==> images/placement.png <==
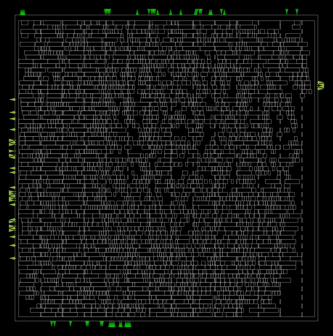
==> images/detail.png <==
Window x 134 to 154, y 136 to 156 um. Cells in grey, sequential cells in the stronger grey; small squares are vias.
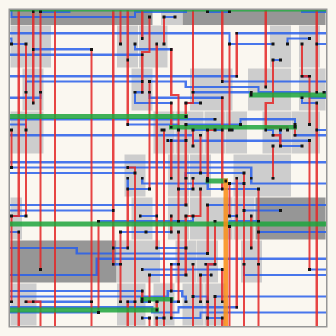
==> images/sizes.png <==
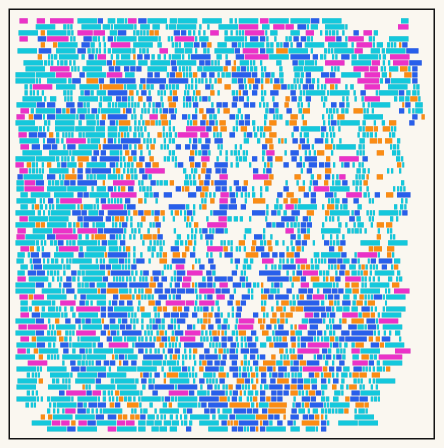
==> images/cell_density.png <==
The die is cut into 19 by 19 equal tiles; white is low, dark blue is high, 0 to 100% covered.
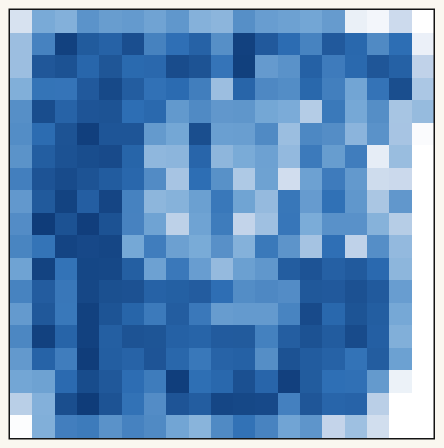
==> config.mk <==
export PLATFORM = sky130hd
export DESIGN_NAME = pitch_track_seq_flat
export DESIGN_NICKNAME = d
export VERILOG_FILES = /design/src/rtl/pitch_track_seq_if.sv /design/src/rtl/pitch_track_seq.sv /design/src/flat_wrapper.sv
export SDC_FILE = /design/constraint.sdc
export NUM_CORES = 1
export LEC_CHECK = 0
export ABC_AREA = 1
export CORE_AREA = 2 2 190 192
export CTS_CLUSTER_DIAMETER = 120
export DETAILED_ROUTE_END_ITERATION = 10
export DIE_AREA = 0 0 192 194
export PLACE_DENSITY = 0.66
export SLEW_MARGIN = 30
export SYNTH_ARGS = -nofsm -noshare
export SYNTH_HDL_FRONTEND = slang
export SYNTH_SLANG_ARGS = --single-unit
==> constraint.sdc <==
create_clock -name clk -period 2.1 [get_ports clk]
set_input_delay 0.42 -clock clk [delete_from_list [all_inputs] [get_ports clk]]
set_output_delay 0.42 -clock clk [all_outputs]
set_load 0.02 [all_outputs]
==> results.yml <==
# flow metrics
synthesis:
  yosysWarnings: 0
  synth_nets: 2524
  synthArstFlopShare: 1.000
  synth_top_cell_by_area: "dfrtp_1"
  ys_chip_area_um2: 15580
  edf_count: 0
  synth_cell_type_count: 51
  syn_avg_cell_area_um2: 6.540
  ys_cells: 2382
  yosys-top-cells-area: "dfrtp_1 (32%), nand2_1 (22%), ha_1 (8.2%)"
  ys_seq_elements: 201
  synth_area_um2: 15580
  top_area_frac: 0.3229
  ys_seq_share: 0.3229
critical_path:
  ff2ff_path_depth: 17
  path_cells: "nor3_4 -> buf_6 -> buf_12 -> clkbuf_16 -> nand2_2 -> nand2_2 -> buf_6"
  crit_type: "reg2out"
  cp_data_arrival_time_ns: 2.01
  critPathSlowestCell: "dfrtp_1"
  crit_buf_inv: 4
  cp.depth: 7
  critPathLaunchType: "flip-flop"
  cp_top_family: "buffers and inverters"
global_route:
  track_usage: 0.3349
  grt_pass1_vias: 17250
  grt_start_max_net_pins: 66
  antenna_found_initial: 0
  overflow: 0
  grt_pass1_wl_mm: 95.66
run_status:
  violations: "setup timing"
  status: "finished, violations left"
cells_and_area:
  drive_gt1_frac: 0.3856
  most-common-layout-cells: "nand2_1 (720), buf_4 (442), inv_1 (298), dfrtp_1 (199), nand2_2 (131)"
  layout_top_cell: "nand2_1"
  diodes: 0
  final_nets: 3048
cts:
  cts-buffers-inserted: 24
  cts_setup_buffers: 53
  clkLatencyLatePin_ns: 0.55
  cts_root_buffer: "clkbuf_16"
  tritoncts: "built"
  cts_sinks: 201
  clk_pin_slew_ns: 0.06
  ctsResizeCount: 554
sta:
  postLayoutSetupSlackWorst_ns: -0.3308
  skew_ns: 0.02008
  fin_crit_sh: 1.158
  slew_headroom: 0.6375
  rsz0062_at_grt: "yes"
  hold_slack_ns: 0.4179
  finalSetupViolCount: 66
  maxSlewViolCount: 0
  fmax_mhz: 411.4
  fin_crit_ns: 2.431
floorplanning:
  die_w_um: 192
  ios: 73
  die_y_um: 194
routing:
  wl_per_cell_um: 18.97
  vias_per_cell: 5.206
  drc: 0
  wl_mm: 64.20
  num_vias: 17620
  first_pass_iters: 6
placed_design:
  port_buffers: 72
  placed_cells: 3259
  gp_congestion: 1.044
  place_ws_ns: -0.5096
  hpwl_mm: 45.53
run:
  tool_warnings: 98
  cap_violations: 0
min_path:
  worstHoldPathType: "in2async"
## Picture notes: placement.png
num rows: 69
core box area: 35,220 um2
post-route non-filler standard cell count: 3,384
flop share of the area: 0.2081
Fill cells: 2,932

## Picture notes: detail.png
- orange: metal 4
- red: metal 2
- blue: metal 1
- green: metal 3
- most frequent: nand2_1 (13)
- cells with their middle in the window: 35
- sequential cells in the window: 1

## Picture notes: sizes.png
- cyan: _0 and _1 cells (cells 1,796; share 61%; most used nand2_1)
- magenta: _6 and larger (cells 139; share 4.8%; most used buf_6)
- orange: _2 cells (cells 358; share 12%; most used nand2_2)
- blue: _3 and _4 cells (cells 630; share 22%; most used buf_4)
Area growth syn-to-layout: 55.19%
Worst Setup Slack, final: -0.3308 ns
Final Instance Area: 24,180 um2
Buffers, non-clock: 573

## Picture notes: cell_density.png
- mean over tiles: 63%
- fullest tile: 95%
- nearly empty tiles: 4.7%
- tiles over 75% full: 39%
Core Util at FP: 0.4423
Util after Layout: 0.6864

## routing by layer
metal  up-vias  GRT usage  routed length, um
met5         -          0                  0
met4         0     0.1023               2326
met3       138    0.03837               4634
met2       685     0.5253              28920
met1      8389     0.4836              28320
li1       8406          -                  -
## synthesized netlist by cell type, types with 2 or more instances
cell,instances
a21boi_1,9
a21o_1,5
a21oi_1,76
a21oi_2,3
a21oi_4,2
and2_1,3
buf_1,4
buf_2,10
buf_4,14
buf_6,13
clkbuf_1,35
clkinv_1,6
dfrtp_1,201
fa_1,3
ha_1,102
inv_1,339
inv_2,20
nand2_1,920
nand2_2,32
nand2_4,6
nand3_1,151
nand4_1,28
nor2_1,126
nor2_2,14
nor2_4,5
nor2_8,2
nor3_1,11
nor4_1,6
o21ai_0,139
o21ai_1,21
o21ai_2,2
o21bai_1,11
o22ai_1,3
or2_2,10
xnor2_1,2
xor2_1,33
## kinds of logic (layout without fill, tap and decap cells)
family	Yosys count	in the layout	synth area share
and+or+nand+nor	1321	1322	0.3572
buffers and inverters	442	982	0.1170
AOI/OAI and AO/OA	278	278	0.09742
DFF	201	201	0.3229
adders and majority gates	105	105	0.08578
xor gates and xnor gates	35	35	0.01968
## cell type report
type	count	area (um2)
Clock buffer	31	688.2
Clock inverter	12	172.7
Fill cell	2932	11050
Inverter	366	1393
Multi-Input combinational cell	1740	11180
Sequential cell	201	5032
Tap cell	461	576.8
Timing Repair Buffer	573	5131
